$ cat src/rtl/instr_prefetch_queue_if.sv
`default_nettype none
// ============================================================================
// Module      : instr_prefetch_queue_if
// Description : Bundles the consumer-side handshake (stall / flush / head
//               outputs) and the instruction-memory request bus of the
//               instruction prefetch queue.
//               master : seen from the prefetch queue
//               slave  : seen from the surrounding pipeline + memory
// Ports (signals):
//   stall      consumer not taking the head entry this cycle
//   flush      redirect request (branch taken / jump)
//   flush_pc   redirect target
//   imem_req   memory request (registered)
//   imem_addr  memory request address (registered, word aligned)
//   imem_ack   memory returns data this cycle
//   imem_rdata instruction word returned with imem_ack
//   pc_out     PC of head entry
//   instr_out  instruction of head entry
//   ready      queue non-empty, head valid
// Revision    : 1.0 - initial release
// ============================================================================
interface instr_prefetch_queue_if #(
  parameter int WIDTH = 32
);

  logic             stall;
  logic             flush;
  logic [WIDTH-1:0] flush_pc;
  logic             imem_req;
  logic [WIDTH-1:0] imem_addr;
  logic             imem_ack;
  logic [WIDTH-1:0] imem_rdata;
  logic [WIDTH-1:0] pc_out;
  logic [WIDTH-1:0] instr_out;
  logic             ready;

  modport master (
    input  stall,
    input  flush,
    input  flush_pc,
    input  imem_ack,
    input  imem_rdata,
    output imem_req,
    output imem_addr,
    output pc_out,
    output instr_out,
    output ready
  );

  modport slave (
    output stall,
    output flush,
    output flush_pc,
    output imem_ack,
    output imem_rdata,
    input  imem_req,
    input  imem_addr,
    input  pc_out,
    input  instr_out,
    input  ready
  );

endinterface
`default_nettype wire

$ cat src/rtl/instr_prefetch_queue.sv
`default_nettype none
// ============================================================================
// Module      : instr_prefetch_queue
// Description : Instruction prefetch queue. Fetches sequential instruction
//               words from instruction memory (one outstanding request at a
//               time) into a DEPTH-entry circular buffer of {pc, instr} and
//               presents the oldest entry to the decode stage. A flush from
//               execute empties the queue and redirects fetching; a request
//               that is still in flight at that moment is completed on the
//               bus and its data thrown away.
// Parameters  :
//   WIDTH     instruction / address width
//   DEPTH     number of queue entries (power of two, >= 2)
//   RESET_PC  first fetch address after reset
// Ports       :
//   clk       clock, all state updates on the rising edge
//   rst       asynchronous active-high reset
//   bus       instr_prefetch_queue_if.master (see interface for signals)
// Revision    : 1.0 - initial release
// ============================================================================
module instr_prefetch_queue #(
  parameter int               WIDTH    = 32,
  parameter int               DEPTH    = 4,
  parameter logic [WIDTH-1:0] RESET_PC = '0
) (
  input  logic                  clk,
  input  logic                  rst,
  instr_prefetch_queue_if.master bus
);

  // --------------------------------------------------------------------------
  // Constants
  // --------------------------------------------------------------------------
  localparam int PTR_W = $clog2(DEPTH);
  localparam int CNT_W = $clog2(DEPTH + 1);

  localparam logic [CNT_W-1:0] c_depth = CNT_W'(DEPTH);
  localparam logic [WIDTH-1:0] c_nop   = WIDTH'(32'h0000_0013);
  localparam logic [WIDTH-1:0] c_step  = WIDTH'(4);
  localparam logic [WIDTH-1:0] c_align = ~WIDTH'(3);

  // Fetch FSM encoding
  localparam logic [1:0] c_st_idle    = 2'd0;  // no request outstanding
  localparam logic [1:0] c_st_wait    = 2'd1;  // request outstanding, data wanted
  localparam logic [1:0] c_st_discard = 2'd2;  // request outstanding, data dropped

  // --------------------------------------------------------------------------
  // State
  // --------------------------------------------------------------------------
  logic [1:0]       r_state;
  logic             r_req;
  logic [WIDTH-1:0] r_addr;
  logic [WIDTH-1:0] r_fetch_pc;
  logic [CNT_W-1:0] r_count;
  logic [PTR_W-1:0] r_wr_ptr;
  logic [PTR_W-1:0] r_rd_ptr;

  logic [WIDTH-1:0] r_pc_mem    [DEPTH];
  logic [WIDTH-1:0] r_instr_mem [DEPTH];

  // --------------------------------------------------------------------------
  // Combinational helpers
  // --------------------------------------------------------------------------
  logic             w_xfer;
  logic             w_pop;
  logic             w_push;
  logic             w_not_empty;
  logic [CNT_W-1:0] w_count_next;
  logic             w_space;
  logic [WIDTH-1:0] w_flush_target;
  logic [WIDTH-1:0] w_fetch_inc;

  logic [1:0]       w_state_next;
  logic             w_req_next;
  logic [WIDTH-1:0] w_addr_next;
  logic [WIDTH-1:0] w_fetch_next;

  assign w_not_empty    = (r_count != '0);
  assign w_xfer         = r_req && bus.imem_ack;
  assign w_pop          = w_not_empty && !bus.stall;
  // Only a WAIT-state transfer carries wanted data; flush kills it too.
  assign w_push         = w_xfer && (r_state == c_st_wait) && !bus.flush;
  assign w_count_next   = r_count + CNT_W'(w_push) - CNT_W'(w_pop);
  // Room for one more word once this edge's push/pop have happened; this is
  // what lets a new request go out without ever overfilling the queue.
  assign w_space        = (w_count_next < c_depth);
  assign w_flush_target = bus.flush_pc & c_align;
  assign w_fetch_inc    = r_fetch_pc + c_step;

  // --------------------------------------------------------------------------
  // Fetch FSM next-state logic
  // --------------------------------------------------------------------------
  always_comb begin
    w_state_next = r_state;
    w_req_next   = r_req;
    w_addr_next  = r_addr;
    w_fetch_next = r_fetch_pc;

    case (r_state)
      c_st_idle: begin
        if (bus.flush) begin
          // Redirect only; the request to the new target goes out next edge.
          w_fetch_next = w_flush_target;
        end else if (w_space) begin
          w_state_next = c_st_wait;
          w_req_next   = 1'b1;
          w_addr_next  = r_fetch_pc;
        end
      end

      c_st_wait: begin
        if (bus.flush) begin
          w_fetch_next = w_flush_target;
          if (w_xfer) begin
            w_state_next = c_st_idle;
            w_req_next   = 1'b0;
          end else begin
            // Bus request cannot be withdrawn: keep it at the old address
            // and throw its data away when it finally arrives.
            w_state_next = c_st_discard;
          end
        end else if (w_xfer) begin
          w_fetch_next = w_fetch_inc;
          if (w_space) begin
            // Back-to-back request keeps one word per cycle on zero-wait memory.
            w_addr_next = w_fetch_inc;
          end else begin
            w_state_next = c_st_idle;
            w_req_next   = 1'b0;
          end
        end
      end

      c_st_discard: begin
        if (bus.flush) begin
          w_fetch_next = w_flush_target;
        end
        if (w_xfer) begin
          w_state_next = c_st_idle;
          w_req_next   = 1'b0;
        end
      end

      default: begin
        w_state_next = c_st_idle;
        w_req_next   = 1'b0;
      end
    endcase
  end

  // --------------------------------------------------------------------------
  // Fetch FSM / request registers
  // --------------------------------------------------------------------------
  always_ff @(posedge clk or posedge rst) begin
    if (rst) begin
      r_state    <= c_st_idle;
      r_req      <= 1'b0;
      r_addr     <= '0;
      r_fetch_pc <= RESET_PC;
    end else begin
      r_state    <= w_state_next;
      r_req      <= w_req_next;
      r_addr     <= w_addr_next;
      r_fetch_pc <= w_fetch_next;
    end
  end

  // --------------------------------------------------------------------------
  // Queue bookkeeping: flush wins over both push and pop
  // --------------------------------------------------------------------------
  always_ff @(posedge clk or posedge rst) begin
    if (rst) begin
      r_count  <= '0;
      r_wr_ptr <= '0;
      r_rd_ptr <= '0;
    end else if (bus.flush) begin
      r_count  <= '0;
      r_wr_ptr <= '0;
      r_rd_ptr <= '0;
    end else begin
      r_count <= w_count_next;
      // Pointers wrap naturally because DEPTH is a power of two.
      if (w_push) begin
        r_wr_ptr <= r_wr_ptr + PTR_W'(1);
      end
      if (w_pop) begin
        r_rd_ptr <= r_rd_ptr + PTR_W'(1);
      end
    end
  end

  // Entry storage needs no reset: head outputs are masked while empty.
  always_ff @(posedge clk) begin
    if (w_push) begin
      r_pc_mem[r_wr_ptr]    <= r_addr;
      r_instr_mem[r_wr_ptr] <= bus.imem_rdata;
    end
  end

  // --------------------------------------------------------------------------
  // Outputs
  // --------------------------------------------------------------------------
  assign bus.imem_req  = r_req;
  assign bus.imem_addr = r_addr;
  assign bus.ready     = w_not_empty;
  assign bus.pc_out    = w_not_empty ? r_pc_mem[r_rd_ptr]    : '0;
  assign bus.instr_out = w_not_empty ? r_instr_mem[r_rd_ptr] : c_nop;

endmodule
`default_nettype wire

$ cat src/flat_wrapper.sv
// flat-port wrapper written by rule: the top's interface ports become plain ports
module instr_prefetch_queue_flat 
#(
  parameter int               WIDTH    = 32,
  parameter int               DEPTH    = 4,
  parameter logic [WIDTH-1:0] RESET_PC = '0
)
  (clk, rst, bus_stall, bus_flush, bus_flush_pc, bus_imem_ack, bus_imem_rdata, bus_imem_req, bus_imem_addr, bus_pc_out, bus_instr_out, bus_ready);
  instr_prefetch_queue_if #(.WIDTH(WIDTH)) bus_i ();
  input  logic clk;
  input  logic rst;
  input wire logic [$bits(bus_i.stall)-1:0] bus_stall;
  input wire logic [$bits(bus_i.flush)-1:0] bus_flush;
  input wire logic [$bits(bus_i.flush_pc)-1:0] bus_flush_pc;
  input wire logic [$bits(bus_i.imem_ack)-1:0] bus_imem_ack;
  input wire logic [$bits(bus_i.imem_rdata)-1:0] bus_imem_rdata;
  output wire logic [$bits(bus_i.imem_req)-1:0] bus_imem_req;
  output wire logic [$bits(bus_i.imem_addr)-1:0] bus_imem_addr;
  output wire logic [$bits(bus_i.pc_out)-1:0] bus_pc_out;
  output wire logic [$bits(bus_i.instr_out)-1:0] bus_instr_out;
  output wire logic [$bits(bus_i.ready)-1:0] bus_ready;
  assign bus_i.stall = bus_stall;
  assign bus_i.flush = bus_flush;
  assign bus_i.flush_pc = bus_flush_pc;
  assign bus_i.imem_ack = bus_imem_ack;
  assign bus_i.imem_rdata = bus_imem_rdata;
  assign bus_imem_req = bus_i.imem_req;
  assign bus_imem_addr = bus_i.imem_addr;
  assign bus_pc_out = bus_i.pc_out;
  assign bus_instr_out = bus_i.instr_out;
  assign bus_ready = bus_i.ready;
  instr_prefetch_queue #(.WIDTH(WIDTH), .DEPTH(DEPTH), .RESET_PC(RESET_PC)) u_core (.clk(clk), .rst(rst), .bus(bus_i));
endmodule
$ cat config.mk
export PLATFORM = sky130hd
export DESIGN_NAME = instr_prefetch_queue_flat
export DESIGN_NICKNAME = d
export VERILOG_FILES = /design/src/rtl/instr_prefetch_queue_if.sv /design/src/rtl/instr_prefetch_queue.sv /design/src/flat_wrapper.sv
export SDC_FILE = /design/constraint.sdc
export NUM_CORES = 1
export LEC_CHECK = 0
export CAP_MARGIN = 10
export CELL_PAD_IN_SITES_DETAIL_PLACEMENT = 0
export CELL_PAD_IN_SITES_GLOBAL_PLACEMENT = 1
export CORE_MARGIN = 4
export CORE_UTILIZATION = 40
export CTS_BUF_LIST = sky130_fd_sc_hd__clkbuf_8
export DETAILED_ROUTE_END_ITERATION = 6
export PLACE_DENSITY_LB_ADDON = 0.1
export SLEW_MARGIN = 20
export SYNTH_ARGS = -nofsm -noshare
export SYNTH_HDL_FRONTEND = slang
export SYNTH_SLANG_ARGS = --single-unit
$ cat constraint.sdc
create_clock -name clk -period 4.23 [get_ports clk]
set_clock_uncertainty 0.2 [all_clocks]
set_input_delay 0.846 -clock clk [delete_from_list [all_inputs] [get_ports clk]]
set_output_delay 0.846 -clock clk [all_outputs]
set_load 0.03 [all_outputs]
==> run summary, run 1 <==
Notes from the flow run.

Route:
- The run puts the via density per instance at 5.18.
- The run gives the first-pass iteration count of the detailed router as 4.
- In the routed design, unresolved DRC markers number 0.
- For this sky-water flow run, the detailed-routed wirelength per cell is reported as 20.5 um.
- The run puts the tally of nets with antenna violations remaining after routing at 0.
- The run gives the post-detailed-routing wire length as 32000 um.
- The run gives the number of design-rule violations left by the first detailed-router iteration as 502.
- The routed layout has 8085 vias.

Timing:
- The run puts the slew at the pin closest to its max-slew limit at 0.741 ns.
- The run gives the worst slew margin relative to its limit as 50.2%.
- The run gives the count of pins over their slew limit as 0.
- Hold-check failures listed in the final report amount to 0.
- The run puts the number of endpoints failing setup at the final stage at 0.
- Static timing analysis puts the maximum clock frequency at 256 MHz.
- The run puts the shortest clock period the worst path allows after layout at 3.90 ns.
- For the final routed database, the setup TNS stands at 0 ns.
- Setup repair after global routing left no endpoint under its margin.
- The run puts the final hold slack at 0.353 ns.
- The run puts the share of the cycle needed by the critical path after routing at 92.2%.

Finish:
- The run gives the area occupied by multi-input gates as 4110 um^2.
- The run gives the number of fillers in the final layout as 2864.
- The run puts the number of nets in the final layout at 1147.
- The run puts the number of antenna repair diodes at 0.
- The run gives the proportion of layout cells with a drive suffix above 1 as 18.2%.

Floorplanning:
- The run puts the number of primary I/O pins at 167.
- The run puts the number of core rows at 67.
- The run puts the height of the die at 193 um.
- The run puts the die outline area at 37200 um^2.
- The run gives the effective utilization at floorplan as 40.6%.
- The run puts the die span in x at 193 um.
- The run gives the core area as 33600 um^2.

Synth:
- Per the synth stats, the proportion of register bits with asynchronous set or reset is 22.0%.
- The run gives the post-synthesis cell type with the largest instance count as edfxtp_1.
- The run gives the register bit total from synthesis as 318.
- The run puts the synthesized area at 13700 um^2.
- The synth_stat.txt file lists the number of cells as 883.
- The run puts the fraction of the yosys area taken by sequential cells at 67.4%.
- The run gives the number of warnings issued by yosys as 0.
- The run gives the mean area per synthesized cell as 15.5 um^2.
- The run gives the chip area in the Yosys report as 13700 um^2.
- edfxtp_1 takes more of the synthesized area than any other cell.
- Looking at the cell usage after synthesis, the top flip-flop cell is edfxtp_1.
- The run gives the area share of the largest cell type after synthesis as 54.5%.
- The run puts the distinct cell type count after synthesis at 60.
- The run puts the number of enable-type register cells in the synthesized netlist at 248.
- Yosys reports that the most numerous cell types are edfxtp_1 (248), dfrtp_1 (70), nor2b_1 (63), mux4_2 (62), nor2_1 (57).
- The run puts the synthesized instance count at 883.
- Ranked by total cell area, the synthesized netlist is headed by edfxtp_1 (55%), dfrtp_1 (13%), mux4_2 (10%).

Critical path:
- OpenSTA lists the critical path startpoint as u_core.r_rd_ptr[0].
- The setup check on the worst reg-to-reg path leaves a slack of 1.01 ns.
- The run gives the critical register-to-register path startpoint as u_core.r_count[1].
- STA classifies the critical path startpoint as a flop.
- The critical path in this run is classified as flop to output pin.
- The run puts the required time of the critical path at 3.18 ns.
- On the critical path the data arrives at 2.85 ns.
- Along the worst path, the maximum fanout reaches 16.
- STA classifies the critical path endpoint as an output pin.

Run status:
- The run finished with clean final reports.

Place:
- The run puts the post-detailed-placement half-perimeter wirelength at 20400 um.
- The run gives the number of buffer cells added on primary ports as 160.
- The run gives the routability congestion estimate from global placement as 0.776.

Global route:
- The via count of the first global-routing pass was 8286.
- Global routing consumed, over all layers together, 17.2% of the routing resources.
- The run puts the sum of overflow across all layers after global routing at 0.
- The run gives the global-route wire length before repair as 49100 um.
- The run puts the initial antenna violation count at 0.
- The run puts the largest net degree at the start of global routing at 64.

Clocking:
- The CTS report gives the tree buffer count as 54.
- The H-tree was split into 2 levels.
- The timing report gives the clock slew at the launch and capture registers of the worst setup and hold paths as 0.06 ns.
- Looking at the clock tree report, the root buffer type is clkbuf_8.
- The run puts the quantity of hold-fixing buffers added after cts at 0.
- The run puts the count of instances resized after the clock tree is built at 0.
- The run gives the number of buffers inserted by post-CTS setup repair as 0.
- The run gives the CTS tree as done.
- The run gives the deepest clock path buffer count as 3.
- According to the CTS report, the clock sink count is 318.

Power and ir drop:
- The run gives the design internal power as 7.45 mW.
- The switching portion of total power comes to 36.4%.
- The switching component of the power was reported as 4.26 mW.
- The run gives the overall power after layout as 11.7 mW.
- The run gives the total power divided by cell area as 687 nW/um^2.
- Per report_power, the combinational group accounts for 37.2% of the total.
- The run gives the worst supply voltage drop on vdd as 0.440 mV.
- The run puts the leakage dissipation at 5.70 nW.
- The run puts the sequential share of power at 38.5%.

Worst hold path:
- Looking at hold timing, the worst path starts from u_core.bus.imem_addr[2].
- The run gives the worst hold path class as flop to flop.

Job:
- The run gives the number of OpenROAD warnings as 31.
- The run puts the max-cap check violation count at 0.
[run 1: metrics by stage]
| step | util, % | instance area (um^2) | std cells | setup slack [ns] |
|---|---|---|---|---|
| after floorplan | - | 13700 | 886 | 0.504 |
| after global placement | 47.3 | 15900 | 1462 | 0.270 |
| after detailed placement | 47.3 | 15900 | 1462 | 0.209 |
| after CTS | 50.7 | 17000 | 1561 | 0.214 |
| after global routing | 50.7 | 17000 | 1561 | 0.140 |
| final | 50.7 | 17000 | 1561 | 0.331 |
[run 1: critical path, stage by stage (launching register included)]
cell,delay (ns)
dfrtp_4,0.63
buf_4,0.34
mux4_2,0.54
nor2b_1,0.15
clkdlybuf4s50_1,0.61
[run 1: worst paths after layout]
path | endpoint | depth (start not counted)
setup / recovery | bus_instr_out[3] | 4
hold / removal | u_core.r_pc_mem[0][2] | 0
setup reg to reg | u_core.bus.imem_addr[17] | 13
hold reg to reg | u_core.r_pc_mem[0][2] | 0
max in group asynchronous | u_core.bus.imem_addr[9] | 3
min in group asynchronous | u_core.bus.imem_addr[24] | 2
[run 1: power groups by stage]
stage               clock network, mW  registers [mW]  logic [mW]
finish                           2.86            4.50        4.35
global route                     3.10            4.59        4.69
CTS                              2.95            4.51        4.44
detailed placement                  0            4.57        4.43
global placement                    0            4.56        4.42
floorplan                           0            4.50        2.75
[run 1: final cells by class]
class                      instances  area share [%]
sequential                       318            54.0
multi-input combinational        486            24.1
timing repair buffer             195            11.6
clock buffer                      58            4.69
tap                              448            3.29
clock inverter                    41            1.94
inverter                          15           0.330
[run 1: cells by family after synthesis]
kind of cell | after synthesis | share of synthesized area, %
muxes | 65 | 10.5
DFF | 318 | 67.4
adders and majority gates | 8 | 0.788
xor gates and xnor gates | 33 | 2.12
AOI/OAI and AO/OA | 128 | 5.87
other | 1 | 0.0275
and+or+nand+nor | 248 | 10.6
buffers and inverters | 82 | 2.81
[run 1: cell usage in the layout, fill, tap and decap left out, drive strengths merged, types with 2 or more instances in the layout]
cell,count
nor4,7
o22ai,9
and3,4
a2bb2oi,11
clkinv,14
dfrtp,70
mux2i,2
and4,3
nor2b,63
a22oi,5
nor2,57
o22a,2
xor2,18
ha,7
buf,35
conb,4
nand3,29
nand2,34
mux4,62
clkbuf,58
and2,7
o211ai,3
nand3b,3
clkdlybuf4s50,160
nand4,21
a21oi,53
o311ai,4
a32oi,6
xnor2,15
or2,5
o21ai,24
inv,35
a31oi,3
edfxtp,248
nor3,8
or3,2
bufinv,6
[run 1: sequential cells by signal (all words and copies together), names as in the netlist]
register	cells
u_core.r_rd_ptr	2
u_core.r_state	2
u_core.r_fetch_pc	30
u_core.r_pc_mem	120
u_core.bus.imem_addr	30
u_core.r_count	3
u_core.bus.imem_req	1
u_core.r_wr_ptr	2
u_core.r_instr_mem	128
[run 1: routing by layer]
layer	wire [um]	vias to the layer above	track usage [%]
met4	749	0	4.94
met2	15700	221	28.5
met1	13800	4062	23.5
li1	-	3757	-
met3	1810	45	3.04
met5	0	-	0
Run 1, cells by drive strength:
Bar = 50 um.
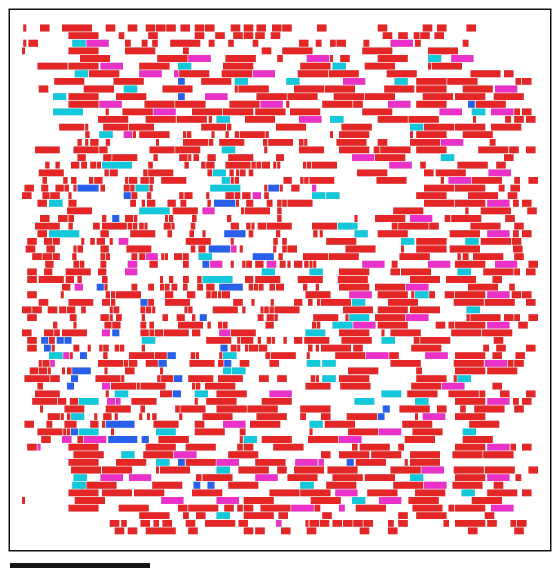
Key: _6 and larger = cyan [cells 75]; _3 and _4 cells = blue [cells 41]; _0 and _1 cells = red [cells 910]; _2 cells = magenta [cells 87]
Non-Clock Buffer Count: 195
synthesis-to-finish area growth: 24.8%
setup slack after layout: 0.331 ns

Run 1, where the registers sit:
Bar = 50 um.
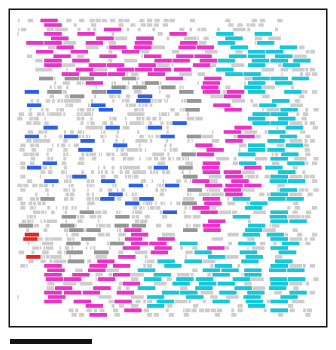
Key: `u_core.r_instr_mem` = cyan [placed flops 128]; `u_core.r_pc_mem` = magenta [placed flops 120]; `u_core.r_fetch_pc` = blue [placed flops 30]; `u_core.r_count` = red [placed flops 3]
Another 37 sequential cells are not colored.
sequential cell area in the final layout: 9210 um^2
sequential share of cell area: 54.0%
fraction of the core area covered by cells at the end of the flow: 50.7%

Run 1, clock network drawn from the DEF:
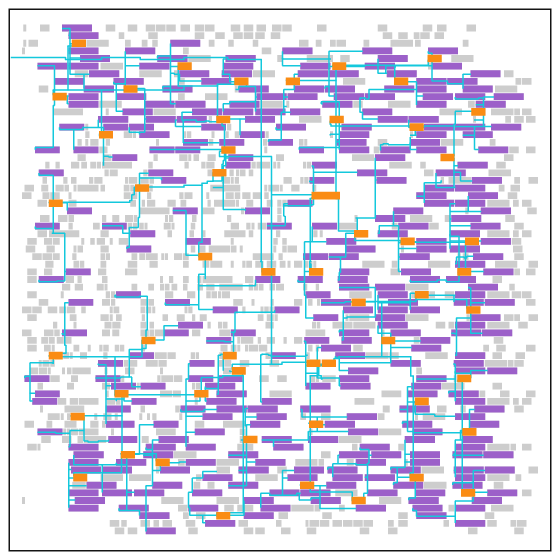
Key: clock drivers = orange [count 54]; flip-flops = purple [count 318]; clock wires = cyan [length 4220 um]
There are 55 routed clock nets. Position of the flops: spread over the die.
clk_lat worst skew: 0.58 ns
Clock power frac: 24.4%

==> run 2: changes to the inputs <==
--- a/config.mk
+++ b/config.mk
@@ -6,10 +6,10 @@
 export NUM_CORES = 1
 export LEC_CHECK = 0
 export CAP_MARGIN = 10
-export CELL_PAD_IN_SITES_DETAIL_PLACEMENT = 0
+export CELL_PAD_IN_SITES_DETAIL_PLACEMENT = 1
 export CELL_PAD_IN_SITES_GLOBAL_PLACEMENT = 1
 export CORE_MARGIN = 4
-export CORE_UTILIZATION = 40
+export CORE_UTILIZATION = 48
 export CTS_BUF_LIST = sky130_fd_sc_hd__clkbuf_8
 export DETAILED_ROUTE_END_ITERATION = 6
 export PLACE_DENSITY_LB_ADDON = 0.1
==> run summary, run 2 <==
Notes from the flow run.

Critical path:
- The critical path is of the flop to output pin type.
- The run gives the largest fanout of any net on the critical path as 25 (+9).
- The path depth of the worst reg2reg path came to 13 (unchanged).
- The register-to-register setup slack was 0.86 ns (-0.15 ns).
- The run puts the buffer and inverter count on the worst path at 2 (unchanged).
- For the worst reg-to-reg path, the endpoint reported by OpenROAD is u_core.bus.imem_addr[2].
- The run puts the critical path arrival at 2.96 ns (+0.11 ns).
- Listed in order, past its start point the critical path passes buf_4 -> mux4_2 -> nor2b_1 -> clkdlybuf4s50_1.
- The run gives the critical register-to-register path startpoint as u_core.r_state[0].
- The longest individual stage delay on the worst path came to 0.77 ns (+0.14 ns).
- The run gives the cell family with the largest share of critical-path delay as buffers and inverters.
- The run gives the standard cell with the maximum stage delay on the critical path as dfrtp_4.
- The run gives the required time of the critical path as 3.18 ns (about the same).
- The worst setup path is launched from a flop.
- The worst setup path is captured at an output pin.

Finish:
- The run gives the storage element area as 9210 um^2 (unchanged).
- The number of nets in the final layout was 1143 (-0.35%).
- The run gives the non-filler instance count after layout as 1487 (-4.7%).
- The run gives the register bank with the most flops as u_core.r_instr_mem.
- The top cell type in the final layout, fill and taps aside, is edfxtp_1.
- The number of fillers in the final layout came to 2637 (-7.9%).
- The number of flip-flops under the largest register name came to 128 (unchanged).
- Ranking logic cells in the layout by count gives the top entries edfxtp_1 (248), clkdlybuf4s50_1 (160), dfrtp_1 (68), nor2b_1 (62), mux4_2 (62).
- The run puts the number of antenna repair diodes at 0 (unchanged).
- The area occupied by multi-input gates is 4110 um^2 (unchanged).
- The run puts the proportion of layout cells with a drive suffix above 1 at 17.5% (-0.75 points).
- The registers reported with the highest flop counts are u_core.r_instr_mem x128, u_core.r_pc_mem x120.

Global route:
- The initial antenna violation count is 0 (unchanged).
- The sum of overflow across all layers after global routing is 0 (unchanged).
- The run puts the via count of the first global-routing pass at 8881 (+7.2%).
- The global-route wire length before repair is 51000 um (+3.8%).
- The run gives the largest net degree at the start of global routing as 64 (unchanged).
- The run gives the overall track demand over capacity in global routing as 21.0% (+3.8 points).

Power and ir drop:
- The total power divided by cell area came to 676 nW/um^2 (-1.7%).
- The run gives the proportion of power drawn by combinational gates as 38.4% (+1.2 points).
- The run gives the portion of total power attributed to the clock network as 21.4% (-3.0 points).
- The run puts the reported net switching power at 4.23 mW (-0.69%).
- The overall power after layout is 11.4 mW (-3.1%).
- The run puts the sequential share of power at 40.2% (+1.7 points).
- The run gives the worst supply voltage drop on vdd as 0.517 mV (+17%).
- The run puts the switching fraction of total power at 37.2% (+0.89 points).
- The run gives the design internal power as 7.12 mW (-4.4%).
- The run gives the leakage dissipation as 5.67 nW (-0.61%).

Route:
- The run puts the tally of nets with antenna violations remaining after routing at 0 (unchanged).
- The run puts the via density per instance at 5.57 (+7.5%).
- The run puts the number of vias in the routed layout at 8276 (+2.4%).
- The first-pass iteration count of the detailed router came to 5 (+1).
- The run gives the post-detailed-routing wire length as 32200 um (+0.46%).
- The run gives the mean routed wirelength per cell as 21.6 um (+5.5%).
- The number of remaining DRC errors was 0 (unchanged).
- The run puts the number of design-rule violations left by the first detailed-router iteration at 634 (+26%).

Timing:
- The run puts the number of hold violations in the final report at 0 (unchanged).
- The run puts the count of pins over their slew limit at 0 (unchanged).
- The run puts the shortest clock period the worst path allows after layout at 4.01 ns (+0.107 ns).
- Setup repair after global routing left no endpoint under its margin.
- The run puts the share of the cycle needed by the critical path after routing at 94.7% (+2.5 points).
- The run puts the worst slew margin relative to its limit at 44.7% (-5.6 points).
- The run puts the number of endpoints failing setup at the final stage at 0 (unchanged).
- The run puts the slew at the pin closest to its max-slew limit at 0.829 ns (+0.0877 ns).
- The run puts the maximum achievable frequency at 250 MHz (-2.7%).
- The final setup TNS was 0 ns (unchanged).

Synth:
- The run puts the cell total in the yosys stat output at 883 (unchanged).
- edfxtp_1 takes more of the synthesized area than any other cell.
- The fraction of the yosys area taken by sequential cells is 67.4% (unchanged).
- The run puts the synthesized area at 13700 um^2 (unchanged).
- The run gives the register bit total from synthesis as 318 (unchanged).
- In the synthesized netlist the dominant register cell turns out to be edfxtp_1.
- The run gives the synthesized instance count as 883 (unchanged).
- The area share of the largest cell type after synthesis came to 54.5% (unchanged).
- The run puts the fraction of registers with async set/reset at 22.0% (unchanged).
- The number of enable-type register cells in the synthesized netlist came to 248 (unchanged).
- The distinct cell type count after synthesis came to 60 (unchanged).
- Sorting the synthesized cells by area gives the leading types as edfxtp_1 (55%), dfrtp_1 (13%), mux4_2 (10%).
- The synthesis run shows the most used standard cells to be edfxtp_1 (248), dfrtp_1 (70), nor2b_1 (63), mux4_2 (62), nor2_1 (57).
- The mean area per synthesized cell was 15.5 um^2 (unchanged).
- The run gives the chip area in the Yosys report as 13700 um^2 (unchanged).
- The number of warnings issued by yosys is 0 (unchanged).
- The run gives the post-synthesis cell type with the largest instance count as edfxtp_1.

Place:
- The placement-stage worst setup slack came to 0.238 ns (+0.0298 ns).
- The run puts the routability congestion estimate from global placement at 0.810 (+4.4%).
- The run gives the instance count after placement with tap cells included as 1390 (-4.9%).
- The run gives the number of buffer cells added on primary ports as 160 (unchanged).
- The post-detailed-placement half-perimeter wirelength was 21300 um (+4.4%).

Clocking:
- The quantity of hold-fixing buffers added after cts is 0 (unchanged).
- The run gives the clock-pin slew on the worst setup and hold paths as 0.06 ns (about the same).
- The count of instances resized after the clock tree is built came to 0 (unchanged).
- TritonCTS built the clock tree.
- The depth of the CTS H-tree came to 2 (unchanged).
- The run gives the insertion delay of the later-clocked pin in the worst-skew pair as 0.57 ns (about the same).
- The deepest clock path buffer count came to 3 (unchanged).
- The number of clock sinks was 318 (unchanged).
- The run puts the number of CTS-inserted buffers at 52 (-3.7%).
- The run gives the number of buffers inserted by post-CTS setup repair as 0 (unchanged).
- The run gives the master cell of the clock root buffer as clkbuf_8.

Floorplanning:
- The run gives the effective utilization at floorplan as 48.9% (+8.3 points).
- The height of the die is 177 um (-8.4%).
- The die span in x came to 177 um (-8.4%).
- The run gives the die outline area as 31200 um^2 (-16%).
- The run puts the number of primary I/O pins at 167 (unchanged).

Worst hold path:
- Per the hold report, the tightest min-delay path originates at u_core.bus.imem_addr[3].
- The instance count along the most critical hold path is 0 (unchanged).
- The worst hold path terminates at u_core.r_pc_mem[1][3].
- The run gives the worst hold path class as flop to flop.

Run status:
- The run finished with clean final reports.

Job:
- The run gives the number of OpenROAD warnings as 31 (unchanged).
- The run puts the max-cap check violation count at 0 (unchanged).
run 2: cell count changes in the layout (fill, tap and decap cells not counted), sizes merged:
cell,previous run,this run
buf,35,33
bufinv,6,0
clkbuf,58,59
clkinv,14,6
inv,35,46
run 2: layout make-up:
class | count | area share [%]
timing repair buffer | 193 | 11.8
sequential | 318 | 54.8
clock inverter | 38 | 0.924
clock buffer | 59 | 4.83
tap | 378 | 2.82
inverter | 15 | 0.335
multi-input combinational | 486 | 24.5
run 2: worst max-delay path by stage:
stage                                  start                  endpoint  slack (ns)  cells after the start
after floorplan                    bus_flush  u_core.r_instr_mem[0][0]        0.50                      5
after global placement             bus_flush  u_core.bus.imem_addr[31]        0.27                     12
after detailed placement           bus_flush  u_core.bus.imem_addr[31]        0.24                     12
after CTS                 u_core.r_rd_ptr[0]         bus_instr_out[29]        0.14                      4
after global routing      u_core.r_rd_ptr[0]         bus_instr_out[25]        0.05                      4
final                     u_core.r_rd_ptr[0]            bus_pc_out[11]        0.22                      4
run 2: layer usage:
metal | GRT usage [%] | wire, um
met1 | 29.0 | 13800
met2 | 35.4 | 16200
met3 | 3.42 | 1540
met4 | 5.45 | 661
met5 | 0 | 0
run 2: power by group through the flow:
stage	clock, mW	sequential [mW]	combinational, mW
2_1_floorplan	0	4.50	2.75
3_3_place_gp	0	4.60	4.33
3_5_place_dp	0	4.63	4.43
4_1_cts	2.50	4.57	4.44
5_1_grt	2.67	4.65	4.69
6_report	2.43	4.56	4.36
run 2: cells by family (layout without fill, tap and decap cells):
family	count (synthesis)	after routing	share of synthesized area, %
flip-flops	318	318	67.4
AND/OR/NAND/NOR	248	248	10.6
AND-OR/OR-AND	128	128	5.87
buffers and inverters	82	305	2.81
multiplexers	65	65	10.5
XOR/XNOR	33	33	2.12
adder cells (fa/ha/maj)	8	8	0.788
other	1	4	0.0275
run 2: through the flow:
stage	area (um^2)	hold WS (ns)
after floorplan	13700	0.315
after global placement	15800	0.327
after detailed placement	15800	0.324
after CTS	16800	0.344
after global routing	16800	0.380
final	16800	0.348
run 2: worst register-to-register path, stage by stage (launching register included):
cell and delay, ns:
dfrtp_1 0.67, nand2b_1 0.14, or3_1 0.42, inv_1 0.11, ha_1 0.15, inv_1 0.05
fa_1 0.37, xnor2_1 0.15, xnor2_1 0.17, nor3b_4 0.25, buf_12 0.22, buf_4 0.19
nor2_1 0.05, a21oi_1 0.14
Run 2, cell classes on the final placement:
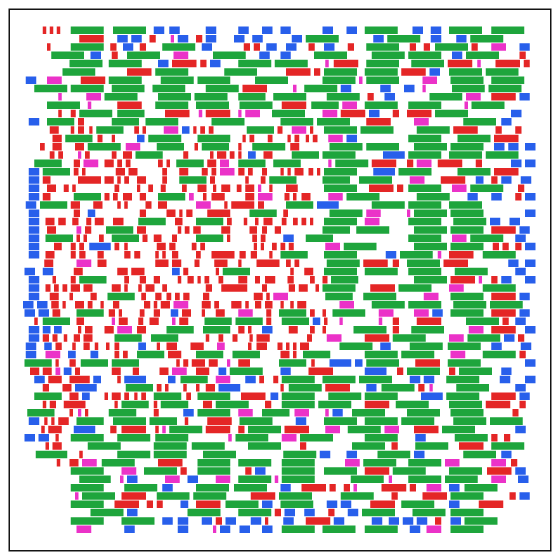
Key: combinational and other logic = red [cells 501]; remaining buffers and delay cells = blue [cells 193]; sequential cells = green [cells 318]; clock drivers and dummy loads = magenta [cells 97]
Site Rows: 61
fraction of the core area covered by cells at the end of the flow: 60.1%
sequential share of cell area: 54.8%
total non-filler cell area in the finished layout: 16800 um^2
standard cell core area: 27900 um^2

Run 2, cells by drive strength:
Bar = 50 um.
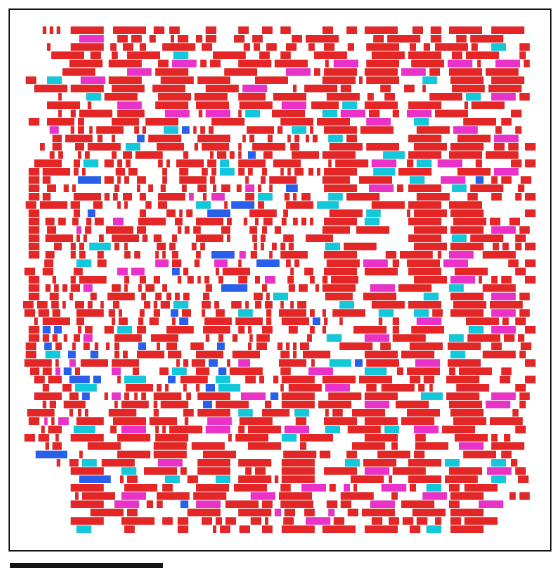
Key: _3 and _4 cells = blue [cells 37]; _0 and _1 cells = red [cells 915]; _6 and larger = cyan [cells 71]; _2 cells = magenta [cells 86]
setup slack after layout: 0.223 ns
synthesis-to-finish area growth: 23.0%
Non-Clock Buffer Count: 193

==> run 3: changes to the inputs <==
--- a/config.mk
+++ b/config.mk
@@ -13,6 +13,7 @@
 export CTS_BUF_LIST = sky130_fd_sc_hd__clkbuf_8
 export DETAILED_ROUTE_END_ITERATION = 6
 export PLACE_DENSITY_LB_ADDON = 0.1
+export REMOVE_ABC_BUFFERS = 1
 export SLEW_MARGIN = 20
 export SYNTH_ARGS = -nofsm -noshare
 export SYNTH_HDL_FRONTEND = slang
==> run summary, run 3 <==
Notes from the flow run.

Synth:
- The distinct cell type count after synthesis came to 60 (unchanged).
- Per the synth stats, the flop cell with the highest instance count is edfxtp_1.
- The run puts the register bit total from synthesis at 318 (unchanged).
- In the post-synthesis netlist, the biggest area contributors are edfxtp_1 (55%), dfrtp_1 (13%), mux4_2 (10%).
- The run puts the area fraction in compound gates after synthesis at 5.87% (unchanged).
- The run gives the post-synthesis cell type with the largest instance count as edfxtp_1.
- The run puts the synthesized instance count at 883 (unchanged).
- The run puts the number of enable-type register cells in the synthesized netlist at 248 (unchanged).
- The run puts the number of warnings issued by yosys at 0 (unchanged).
- The commonest cells after synthesis are edfxtp_1 (248), dfrtp_1 (70), nor2b_1 (63), mux4_2 (62), nor2_1 (57).
- The run gives the adder and majority gate portion of the synthesized area as 0.788% (unchanged).
- The largest total area in the synthesized netlist belongs to edfxtp_1.
- The run gives the fraction of the yosys area taken by sequential cells as 67.4% (unchanged).
- The run gives the mean area per synthesized cell as 15.5 um^2 (unchanged).
- The run gives the synthesized area as 13700 um^2 (unchanged).
- The chip area in the Yosys report was 13700 um^2 (unchanged).
- The run gives the XOR/XNOR share of the synthesized area as 2.12% (unchanged).
- After synthesis, the largest family of logic cells by area is simple AND/OR/NAND/NOR gates.
- The run puts the area share of and/or/nand/nor cells after synthesis at 10.6% (unchanged).
- The run gives the area share of the largest cell type after synthesis as 54.5% (unchanged).
- The proportion of synthesized area in mux cells came to 10.5% (unchanged).

Power and ir drop:
- The run gives the worst supply voltage drop on vdd as 0.915 mV (+77%).
- The run gives the reported net switching power as 4.23 mW (about the same).
- The leakage dissipation came to 5.57 nW (-1.7%).
- The design internal power came to 6.98 mW (-2.0%).

Finish:
- The run puts the cell area after layout at 16700 um^2 (-0.80%).
- The run puts the number of antenna repair diodes at 0 (unchanged).
- Leaving out fill and tap cells, the most frequent cell in the layout is edfxtp_1.
- The number of nets in the final layout was 1137 (-0.52%).
- The run gives the number of flip-flops under the largest register name as 128 (unchanged).
- In the layout the commonest cells are edfxtp_1 (248), clkdlybuf4s50_1 (160), dfrtp_1 (68), nor2b_1 (62), mux4_2 (62).
- The largest registers in the layout are u_core.r_instr_mem x128, u_core.r_pc_mem x120.

Timing:
- The run puts the share of the cycle needed by the critical path after routing at 92.0% (-2.7 points).
- The run puts the count of pins over their slew limit at 0 (unchanged).
- The run puts the number of endpoints failing setup at the final stage at 0 (unchanged).
- The run gives the setup slack of the critical path after layout as 0.338 ns (+0.115 ns).
- The maximum achievable frequency is 257 MHz (+3.0%).
- The worst slew margin relative to its limit came to 45.6% (+0.89 points).
- The shortest clock period the worst path allows after layout came to 3.89 ns (-0.115 ns).
- The run puts the slew at the pin closest to its max-slew limit at 0.811 ns (-0.0183 ns).

Clocking:
- The run puts the deepest clock path buffer count at 3 (unchanged).
- The run gives the quantity of hold-fixing buffers added after cts as 0 (unchanged).
- The run puts the clock-pin slew on the worst setup and hold paths at 0.06 ns (about the same).
- TritonCTS built the clock tree.
- The run gives the number of CTS-inserted buffers as 50 (-3.8%).

Route:
- The run gives the number of remaining DRC errors as 0 (unchanged).
- The tally of nets with antenna violations remaining after routing came to 0 (unchanged).
- The via density per instance is 5.60 (+0.54%).
- The run puts the first-pass iteration count of the detailed router at 5 (unchanged).
- The run puts the number of design-rule violations left by the first detailed-router iteration at 593 (-6.5%).
- The run puts the number of vias in the routed layout at 8270 (-0.072%).
- The mean routed wirelength per cell is 21.7 um (+0.13%).

Critical path:
- The worst setup path is of the flop to output pin kind.
- Traced cell by cell, the critical path runs through buf_12 -> mux4_2 -> or2_2 -> clkdlybuf4s50_1.
- The worst setup path is captured at an output pin.
- The run gives the standard cell with the maximum stage delay on the critical path as dfrtp_4.
- The run puts the longest individual stage delay on the worst path at 0.62 ns (-0.15 ns).
- The worst setup path is launched from a flop.

Place:
- The routability congestion estimate from global placement came to 0.835 (+3.0%).
- The run puts the post-detailed-placement half-perimeter wirelength at 20300 um (-4.5%).
- The number of buffer cells added on primary ports came to 160 (unchanged).
- The run gives the placement-stage worst setup slack as 0.229 ns (-0.00928 ns).

Job:
- The run gives the max-cap check violation count as 0 (unchanged).
- The run gives the number of OpenROAD warnings as 30 (-3.2%).

Global route:
- The overall track demand over capacity in global routing was 20.8% (-0.25 points).
- The run gives the sum of overflow across all layers after global routing as 0 (unchanged).
- The run puts the initial antenna violation count at 0 (unchanged).
- The run puts the global-route wire length before repair at 50700 um (-0.65%).

Floorplanning:
- The die span in x was 177 um (unchanged).
- The run puts the height of the die at 177 um (unchanged).
- The run puts the die outline area at 31200 um^2 (unchanged).
- The number of core rows was 61 (unchanged).
- The run puts the effective utilization at floorplan at 48.9% (unchanged).

Run status:
- The flow ran to the end, and the final reports show no timing, DRC or antenna violations.
-- run 3: cell counts after synthesis --
Identical to the previous run, type by type.
-- run 3: critical path: cells and delay by family (launching register included) --
family,cells,cell delay [ns]
buf+inv,2,0.86
flops,1,0.62
mux,1,0.51
simple gates,1,0.28
-- run 3: cells by family (layout without fill, tap and decap cells) --
family                   after synthesis  count (layout)
AND/OR/NAND/NOR                      248             248
buffers and inverters                 82             296
flip-flops                           318             318
XOR/XNOR                              33              33
AND-OR/OR-AND                        128             128
adder cells (fa/ha/maj)                8               8
other                                  1               4
multiplexers                          65              65
-- run 3: final timing paths --
kind	startpoint	end	slack [ns]	cells past startpoint
min in group asynchronous	rst	u_core.r_fetch_pc[29]	0.41	2
max reg2reg	u_core.r_state[0]	u_core.bus.imem_addr[11]	0.94	13
min reg2reg	u_core.bus.imem_addr[9]	u_core.r_pc_mem[3][9]	0.34	0
max in group asynchronous	rst	u_core.r_rd_ptr[0]	2.58	3
min	u_core.bus.imem_addr[9]	u_core.r_pc_mem[3][9]	0.34	0
max	u_core.r_rd_ptr[0]	bus_instr_out[0]	0.34	4
-- run 3: through the flow --
stage                     std cells  util [%]  hold WS, ns  power (mW)
final                          1478      59.7        0.343        11.2
after global routing           1478      59.7        0.378        11.8
after CTS                      1478      59.7        0.353        11.4
after detailed placement       1386      56.5        0.326        9.01
after global placement         1386      56.5        0.332        8.90
after floorplan                 819         -        0.315        7.16
-- run 3: layer usage --
layer,routed length [um],GRT usage (%),vias up
met5,0,0,-
met4,586,5.00,0
met3,1630,3.99,42
met2,16100,35.4,216
met1,13700,28.0,4285
li1,-,-,3727
-- run 3: layout make-up --
class                      count  area (um^2)
clock buffer                  52          716
clock inverter                40          173
fill                        2661        11300
inverter                      15         56.3
multi-input combinational    486         4110
sequential                   318         9210
tap                          378          473
timing repair buffer         189         1930
-- run 3: power groups by stage --
stage	clock network (mW)	logic, mW	registers [mW]
floorplan	0	2.38	4.77
global placement	0	4.34	4.56
finish	2.32	4.38	4.52
detailed placement	0	4.43	4.58
CTS	2.39	4.45	4.52
global route	2.54	4.71	4.60
Run 3, clock network drawn from the DEF:
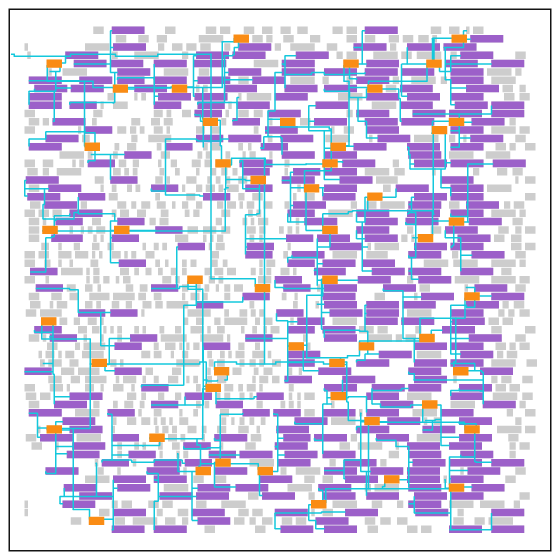
Key: clock wires = cyan [length 3980 um]; flip-flops = purple [count 318]; clock drivers = orange [count 50]
There are 51 routed clock nets. Position of the flops: spread over the die.
clk_lat worst skew: 0.57 ns
clock-net power: 2.32 mW
Clock power frac: 20.7%

Run 3, where the registers sit:
Bar = 50 um.
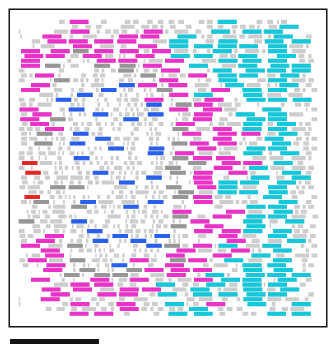
Key: `u_core.r_count` = red [placed flops 3]; `u_core.r_pc_mem` = magenta [placed flops 120]; `u_core.r_fetch_pc` = blue [placed flops 30]; `u_core.r_instr_mem` = cyan [placed flops 128]
fraction of the core area covered by cells at the end of the flow: 59.7%
sequential share of cell area: 55.2%
Sequential Power: 4.52 mW

No activity file was given, so power comes from the tool's default toggle rates.
